pins.png
Drawn at 3 px/µm. Pins as bars across the die edge, other pins in grey.
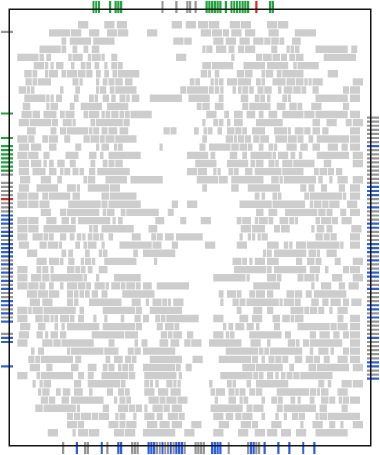
final_placement.png
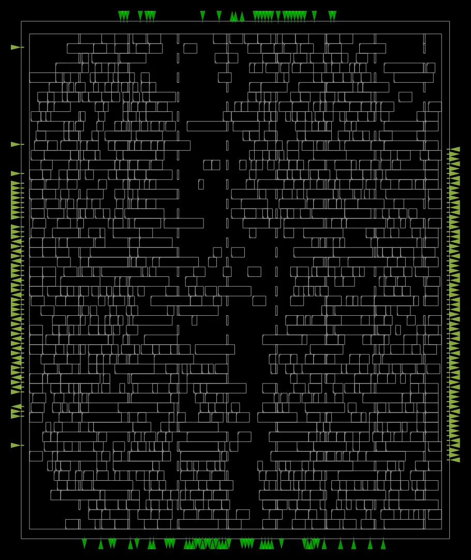
drive_strength.png
Drawn at 3 px/µm.
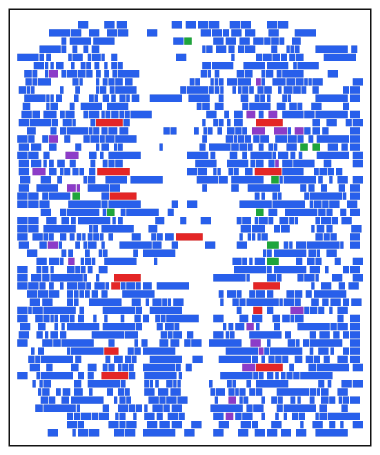
--- src/rtl/interconnect_link_pattern_sender_if.sv ---
// Multi-plane request/ack link: sender drives reqs, tag_lines and data_lines; receiver returns acks.
interface interconnect_link_if #(
  parameter int NUM_PLANES = 2,
  parameter int WORD_W     = 32,
  parameter int TAG_W      = 4
);
  logic [NUM_PLANES-1:0]             reqs;
  logic [NUM_PLANES-1:0]             acks;
  logic [NUM_PLANES-1:0][TAG_W-1:0]  tag_lines;
  logic [NUM_PLANES-1:0][WORD_W-1:0] data_lines;

  modport sender   (output reqs, tag_lines, data_lines, input acks);
  modport receiver (input reqs, tag_lines, data_lines, output acks);
endinterface

--- src/rtl/interconnect_link_pattern_sender.sv ---
// Per-plane burst pattern sender over interconnect_link_if; data increments by default,
// or follows a Galois LFSR when TIA_LINK_PATTERN_LFSR_EN is defined.
module interconnect_link_pattern_sender #(
  parameter int TIA_NUM_PHYSICAL_PLANES = 2,
  parameter int TIA_WORD_WIDTH          = 32,
  parameter int TIA_TAG_WIDTH           = 4,
  parameter int NUM_PLANES              = TIA_NUM_PHYSICAL_PLANES,
  parameter int COUNT_WIDTH             = 16
) (
  input  logic                                  clk,
  input  logic                                  reset,
  input  logic [NUM_PLANES-1:0]                 start,
  input  logic [NUM_PLANES-1:0]                 abort,
  input  logic [NUM_PLANES*COUNT_WIDTH-1:0]     packet_count,
  input  logic [NUM_PLANES*TIA_WORD_WIDTH-1:0]  seed,
  input  logic [NUM_PLANES*TIA_TAG_WIDTH-1:0]   tag,
  output logic [NUM_PLANES-1:0]                 done,
  interconnect_link_if.sender                   interconnect_link
);

  localparam int W = TIA_WORD_WIDTH;

  typedef enum logic [1:0] {IDLE = 2'd0, SEND = 2'd1, DONE = 2'd2} state_t;

  state_t                 state_q     [NUM_PLANES];
  state_t                 state_d     [NUM_PLANES];
  logic [COUNT_WIDTH-1:0] remaining_q [NUM_PLANES];
  logic [COUNT_WIDTH-1:0] remaining_d [NUM_PLANES];
  logic [W-1:0]           word_q      [NUM_PLANES];
  logic [W-1:0]           word_d      [NUM_PLANES];
  logic [TIA_TAG_WIDTH-1:0] tag_q     [NUM_PLANES];
  logic [TIA_TAG_WIDTH-1:0] tag_d     [NUM_PLANES];

`ifdef TIA_LINK_PATTERN_LFSR_EN
  // Right-shift Galois masks of maximal-length polynomials; 32 bits is the fallback.
  localparam logic [63:0] TAPS64 = (W == 8)  ? 64'h00000000000000B8 :
                                   (W == 16) ? 64'h000000000000B400 :
                                   (W == 64) ? 64'hD800000000000000 :
                                               64'h0000000080200003;
  localparam logic [W-1:0] LFSR_TAPS = TAPS64[W-1:0];

  function automatic logic [W-1:0] next_word(input logic [W-1:0] w);
    return w[0] ? ((w >> 1) ^ LFSR_TAPS) : (w >> 1);
  endfunction

  // An all-zero LFSR state would lock up, so a zero seed starts at 1.
  function automatic logic [W-1:0] start_word(input logic [W-1:0] s);
    return (s == '0) ? W'(1) : s;
  endfunction
`else
  function automatic logic [W-1:0] next_word(input logic [W-1:0] w);
    return w + W'(1);
  endfunction

  function automatic logic [W-1:0] start_word(input logic [W-1:0] s);
    return s;
  endfunction
`endif

  always_comb begin
    for (int i = 0; i < NUM_PLANES; i++) begin
      state_d[i]     = state_q[i];
      remaining_d[i] = remaining_q[i];
      word_d[i]      = word_q[i];
      tag_d[i]       = tag_q[i];
      case (state_q[i])
        SEND: begin
          if (interconnect_link.acks[i]) begin
            remaining_d[i] = remaining_q[i] - COUNT_WIDTH'(1);
            word_d[i]      = next_word(word_q[i]);
          end
          // An abort alongside an ack still consumes that packet, but the burst ends.
          if (abort[i]) begin
            state_d[i]     = IDLE;
            remaining_d[i] = '0;
          end else if (interconnect_link.acks[i] && remaining_q[i] == COUNT_WIDTH'(1)) begin
            state_d[i] = DONE;
          end
        end
        default: begin
          if (abort[i]) begin
            state_d[i] = IDLE;
          end else if (start[i]) begin
            remaining_d[i] = packet_count[i*COUNT_WIDTH +: COUNT_WIDTH];
            word_d[i]      = start_word(seed[i*W +: W]);
            tag_d[i]       = tag[i*TIA_TAG_WIDTH +: TIA_TAG_WIDTH];
            state_d[i]     = (packet_count[i*COUNT_WIDTH +: COUNT_WIDTH] == '0) ? DONE : SEND;
          end
        end
      endcase
    end
  end

  always_ff @(posedge clk) begin
    for (int i = 0; i < NUM_PLANES; i++) begin
      if (reset) begin
        state_q[i]     <= IDLE;
        remaining_q[i] <= '0;
      end else begin
        state_q[i]     <= state_d[i];
        remaining_q[i] <= remaining_d[i];
      end
    end
  end

  // Payload registers need no reset: they only reach the link while in SEND.
  always_ff @(posedge clk) begin
    for (int i = 0; i < NUM_PLANES; i++) begin
      word_q[i] <= word_d[i];
      tag_q[i]  <= tag_d[i];
    end
  end

  always_comb begin
    done                         = '0;
    interconnect_link.reqs       = '0;
    interconnect_link.tag_lines  = '0;
    interconnect_link.data_lines = '0;
    for (int i = 0; i < NUM_PLANES; i++) begin
      done[i] = (state_q[i] == DONE);
      if (state_q[i] == SEND) begin
        interconnect_link.reqs[i]       = 1'b1;
        interconnect_link.tag_lines[i]  = tag_q[i];
        interconnect_link.data_lines[i] = word_q[i];
      end
    end
  end

endmodule

--- src/flat_wrapper.sv ---
// flat-port wrapper written by rule: the top's interface ports become plain ports
module interconnect_link_pattern_sender_flat 
#(
  parameter int TIA_NUM_PHYSICAL_PLANES = 2,
  parameter int TIA_WORD_WIDTH          = 32,
  parameter int TIA_TAG_WIDTH           = 4,
  parameter int NUM_PLANES              = TIA_NUM_PHYSICAL_PLANES,
  parameter int COUNT_WIDTH             = 16
)
  (clk, reset, start, abort, packet_count, seed, tag, done, interconnect_link_reqs, interconnect_link_tag_lines, interconnect_link_data_lines, interconnect_link_acks);
  interconnect_link_if #(.NUM_PLANES(NUM_PLANES), .WORD_W((32)), .TAG_W((4))) interconnect_link_i ();
  input  logic clk;
  input  logic reset;
  input  logic [NUM_PLANES-1:0] start;
  input  logic [NUM_PLANES-1:0] abort;
  input  logic [NUM_PLANES*COUNT_WIDTH-1:0] packet_count;
  input  logic [NUM_PLANES*TIA_WORD_WIDTH-1:0] seed;
  input  logic [NUM_PLANES*TIA_TAG_WIDTH-1:0] tag;
  output logic [NUM_PLANES-1:0] done;
  output wire logic [$bits(interconnect_link_i.reqs)-1:0] interconnect_link_reqs;
  output wire logic [$bits(interconnect_link_i.tag_lines)-1:0] interconnect_link_tag_lines;
  output wire logic [$bits(interconnect_link_i.data_lines)-1:0] interconnect_link_data_lines;
  input wire logic [$bits(interconnect_link_i.acks)-1:0] interconnect_link_acks;
  assign interconnect_link_reqs = interconnect_link_i.reqs;
  assign interconnect_link_tag_lines = interconnect_link_i.tag_lines;
  assign interconnect_link_data_lines = interconnect_link_i.data_lines;
  assign interconnect_link_i.acks = interconnect_link_acks;
  interconnect_link_pattern_sender #(.TIA_NUM_PHYSICAL_PLANES(TIA_NUM_PHYSICAL_PLANES), .TIA_WORD_WIDTH(TIA_WORD_WIDTH), .TIA_TAG_WIDTH(TIA_TAG_WIDTH), .NUM_PLANES(NUM_PLANES), .COUNT_WIDTH(COUNT_WIDTH)) u_core (.clk(clk), .reset(reset), .start(start), .abort(abort), .packet_count(packet_count), .seed(seed), .tag(tag), .done(done), .interconnect_link(interconnect_link_i));
endmodule
--- config.mk ---
export PLATFORM = sky130hd
export DESIGN_NAME = interconnect_link_pattern_sender_flat
export DESIGN_NICKNAME = d
export VERILOG_FILES = /design/src/rtl/interconnect_link_pattern_sender_if.sv /design/src/rtl/interconnect_link_pattern_sender.sv /design/src/flat_wrapper.sv
export SDC_FILE = /design/constraint.sdc
export NUM_CORES = 1
export LEC_CHECK = 0
export CORE_AREA = 2 2 118 143
export DETAILED_ROUTE_END_ITERATION = 6
export DIE_AREA = 0 0 120 145
export PLACE_DENSITY = 0.74
export SETUP_SLACK_MARGIN = 0.05
export SLEW_MARGIN = 20
export SYNTH_ARGS = -nofsm -noshare
export SYNTH_HDL_FRONTEND = slang
export SYNTH_SLANG_ARGS = --single-unit
--- constraint.sdc ---
create_clock -name clk -period 7.35 [get_ports clk]
set_input_delay 1.47 -clock clk [delete_from_list [all_inputs] [get_ports clk]]
set_output_delay 1.47 -clock clk [all_outputs]
set_load 0.005 [all_outputs]
==> run summary <==
Implementation status.

- The critical setup path kind is register to primary output.
- Per Yosys stat, the portion of area used by sequential elements is 0.406.
- The critical path maximum fanout is 64.
- The number of buffers inserted during clock tree synthesis is 9.
- The routed layout reports a DRC error count of 0.
- The site row count is 51.
- The global-route congestion overflow total is 0.
- The first global-routing pass estimated 32800 µm of wire.
- The region available for standard cell placement spans 16000 µm².
- The post-synth design cell area is 7100 µm².
- TritonCTS built the clock tree.
- The arrival time of data at the worst endpoint is listed as 2.48 ns.
- The post-route clock skew is 0.00504 ns.
- The number of antenna violations at the first check in global routing was 0.
- Overall power consumption after layout is estimated at 1.60 mW.
- The max-slew violation count is 0.
- The floorplan step records an initial core utilization of 0.443.
- The share of layout cells above drive strength 1 is 0.0445.
- Summing all multiplexer cells gives an area fraction of 0.00141.
- The count of warnings emitted by yosys is 0.
- Looking at the max-slew report, the worst-margin pin has a slew of 0.944 ns.
- The number of routed nets with antenna violations is 0.
- Post-CTS repair changed the size of 0 cells.
- The cell area power density is 171 nW/µm².
- The OpenROAD report gives the critical path a required time of 5.88 ns.
- The post-synthesis sequential element count is 108.
- The most common library cell in the layout ignoring fill and taps is sky130_fd_sc_hd__clkdlybuf4s50_1.
- The worst setup path is launched from a register.
- Synthesis instantiated 65 different standard cells from the library.
- The die width is 120 µm.
- The root buffer selected by CTS is sky130_fd_sc_hd__clkbuf_16.
- After synthesis, the design contains 834 cells according to Yosys.
- For this run the detailed placement stage logged an HPWL of 14500 µm.
- The OpenROAD warning count is 28.
- Input and output buffers added on the ports amount to 187.
- Per the cell usage report, the commonest logic cells after layout are sky130_fd_sc_hd__clkdlybuf4s50_1 (187), sky130_fd_sc_hd__nand2_1 (74), sky130_fd_sc_hd__edfxtp_1 (72), sky130_fd_sc_hd__and2_1 (69), sky130_fd_sc_hd__o21ai_0 (68).
- The synthesized-area fraction occupied by xor and xnor cells is 0.0247.
- Each instance of the synthesized netlist takes up on average 8.52 µm².
- The number of global-route vias before repair is 6682.
- Counting every net in the synthesized netlist gives 952.
- Including well taps, the total number of placed cells is 1184.
- The routed length per instance is 17.1 µm.
- The number of maximum-capacitance violations recorded for the run is 0.
- The post-place setup slack is 3.52 ns.
- The finished cells cover 9380 µm².
- The power report attributes to the sequential group a share of 0.469.
- After detailed routing, the total wire length is 20500 µm.
- The hold buffer count at CTS is 0.
- Cell internal power was estimated by the tool at 1.14 mW.
- Per the layout area report, the register area comes to 2880 µm².
- Entering global routing, the biggest net connects 67 pins.
- The tightest hold path in the finished design has a slack of 0.504 ns.
- The chip area line in the Yosys stat output reads 7100 µm².
- The die boundary height is 145 µm.
- The total die size is 17400 µm².
- Summed over all nets, the switching power comes to 0.458 mW.
- The final route contains 7164 vias.
- Switching power as a fraction of the total was reported as 0.286.
- Per the power-grid run, VDD falls by no more than 0.0000908 V.
- Per the gpl log, the routability congestion estimate is 0.879.
- Setup repair after global routing left no endpoint under its margin.
- The final setup TNS is 0 ns.
- The total clock sinks is 108.
- The clock H-tree reported by CTS has 3 levels.
- The adder-cell share of the synthesized area is 0.0106.
- The global routing report lists combined usage of all routing layers as 0.229.
- Of the available clock period, the critical path in the final layout requires 0.537.
- The timing-limited maximum frequency is 0.253 GHz.
- The count of library flops with an enable pin is 72.
- Hold-check failures listed in the final report amount to 0.
- The clock-pin slew on the worst setup and hold paths is 0.07 ns.
- The cell-mix breakdown from Yosys lists the compound-gate area share as 0.201.
- Synthesis produced 834 cells.
- The relative area change from synthesis to final layout is 32.0%.
- The deepest clock path buffer count is 2.
- The final antenna diode tally reported by the flow is 0.
- The end-of-flow timing check tallies setup violations at 0.
- The worst setup path is captured at a primary output.
- In the synthesized netlist the dominant register cell turns out to be sky130_fd_sc_hd__edfxtp_1.
- The clock reaches the later pin of the worst-skew pair after 0.35 ns.
- The first-pass iteration count of the detailed router is 5.
- Leaving out buffers and inverters, the combinational logic in the layout accounts for 3930 µm².
- The power report attributes to the clock group a share of 0.314.
- The number of violations reported at the end of detailed-routing iteration 0 is 518.
- The area share of and/or/nand/nor cells after synthesis is 0.314.
- The number of buffers inserted by post-CTS setup repair is 0.
- The main logic family after synthesis is simple AND/OR/NAND/NOR gates.
- The combinational group share of total power is 0.217.
- The number of nets in the finished design is 1101.
- The number of vias per cell after detailed routing is 5.97.
- The script extracted a total leakage power of 3.18 nW.
- The synthesis report gives the async set-or-reset register share as 0.
- For the finished layout, the period the worst path requires is 3.95 ns.
- Checking hold timing, the worst path is listed with class register to register.
- Detailed placement reports a standard cell area of 9080 µm².
- The max-slew check reports its worst relative slack as 0.368.
- The I/O pin count is 188.
- The flow ran to the end, and the final reports show no timing, DRC or antenna violations.
- The final worst setup slack is 3.40 ns.
## Picture notes: pins.png
Key: seed = blue [pins 64, direction input, edge 23 bottom, 21 right, 20 left]; packet_count = green [pins 32, direction input, edge 23 top, 9 left]; interconnect_link_acks = red [pins 2, direction input, edge 1 left, 1 top]
All pins by edge: 65 right, 50 left, 44 bottom, 29 top.

## Picture notes: final_placement.png
flop share of the area: 0.307
number of tap instances: 212
tally of non-filler cells in the final layout: 1200
core occupancy in the finished layout: 0.586
count of fill cells added during filler insertion: 1456

## Picture notes: drive_strength.png
Key: drive 1 or less = blue [cells 944]; drive 3 to 4 = green [cells 9]; drive 6 and up = red [cells 13]; drive 2 = purple [cells 22]

## layer usage
| metal | vias up | wire [µm] | part of all wire | track usage |
|---|---|---|---|---|
| met1 | 3338 | 8870 | 0.43 | 0.305 |
| met5 | - | 0 | 0 | 0 |
| met3 | 28 | 1430 | 0.070 | 0.0322 |
| met2 | 327 | 9810 | 0.48 | 0.377 |
| met4 | 0 | 389 | 0.019 | 0.0853 |
| li1 | 3471 | - | - | - |
## power by group through the flow
stage                     logic (mW)  clock network (mW)  registers, mW
after CTS                      0.346               0.511          0.750
final                          0.348               0.503          0.752
after global placement         0.342                   0          0.762
after detailed placement       0.344                   0          0.764
after global routing           0.383               0.529          0.759
after floorplan                0.200                   0          0.748
## critical path: stages, from the launching register on
cell                              delay [ns]
sky130_fd_sc_hd__dfxtp_1                0.46
sky130_fd_sc_hd__nand2b_1               0.12
sky130_fd_sc_hd__inv_2                  0.26
sky130_fd_sc_hd__buf_4                  0.52
sky130_fd_sc_hd__and2_1                 0.25
sky130_fd_sc_hd__clkdlybuf4s50_1        0.51
## state kept, by name (all words and copies together) (netlist names)
register / count
u_core.state_q: 4
u_core.word_q: 64
u_core.remaining_q: 32
u_core.tag_q: 8
## Yosys cell counts, types with 8 or more instances
cell type | count | area [µm²]
sky130_fd_sc_hd__and2_1 | 69 | 432
sky130_fd_sc_hd__o21ai_0 | 69 | 345
sky130_fd_sc_hd__nand3_1 | 38 | 190
sky130_fd_sc_hd__nand2_1 | 74 | 278
sky130_fd_sc_hd__nor4_1 | 20 | 125
sky130_fd_sc_hd__a21oi_1 | 30 | 150
sky130_fd_sc_hd__inv_1 | 20 | 75.1
sky130_fd_sc_hd__or3_1 | 15 | 93.8
sky130_fd_sc_hd__dfxtp_1 | 36 | 721
sky130_fd_sc_hd__nor2_1 | 63 | 236
sky130_fd_sc_hd__nand4_1 | 21 | 131
sky130_fd_sc_hd__clkbuf_1 | 44 | 165
sky130_fd_sc_hd__or4_1 | 24 | 180
sky130_fd_sc_hd__nor3_1 | 15 | 75.1
sky130_fd_sc_hd__o31ai_1 | 19 | 143
sky130_fd_sc_hd__a22oi_1 | 9 | 67.6
sky130_fd_sc_hd__edfxtp_1 | 72 | 2160
sky130_fd_sc_hd__and3_1 | 8 | 50.1
sky130_fd_sc_hd__a31oi_1 | 40 | 250
sky130_fd_sc_hd__and4_1 | 12 | 105
sky130_fd_sc_hd__xor2_1 | 16 | 140
## area by class of cell
class / count / area share
multi-input combinational: 649 / 0.419
sequential: 108 / 0.307
timing repair buffer: 194 / 0.205
tap: 212 / 0.0283
clock buffer: 10 / 0.0255
inverter: 21 / 0.00841
clock inverter: 6 / 0.00654
## worst paths after layout
kind,from,end,slack (ns),cells after the start
setup / recovery,u_core.state_q[1][0]$_SDFFE_PP0P_,interconnect_link_data_lines[63],3.40,5
hold / removal,u_core.remaining_q[0][15]$_SDFFE_PP0P_,u_core.remaining_q[0][15]$_SDFFE_PP0P_,0.50,2
setup reg to reg,u_core.word_q[0][2]$_DFFE_PP_,u_core.word_q[0][29]$_DFFE_PP_,4.83,4
hold reg to reg,u_core.remaining_q[0][15]$_SDFFE_PP0P_,u_core.remaining_q[0][15]$_SDFFE_PP0P_,0.50,2
Power is estimated from default activity; no workload was simulated.
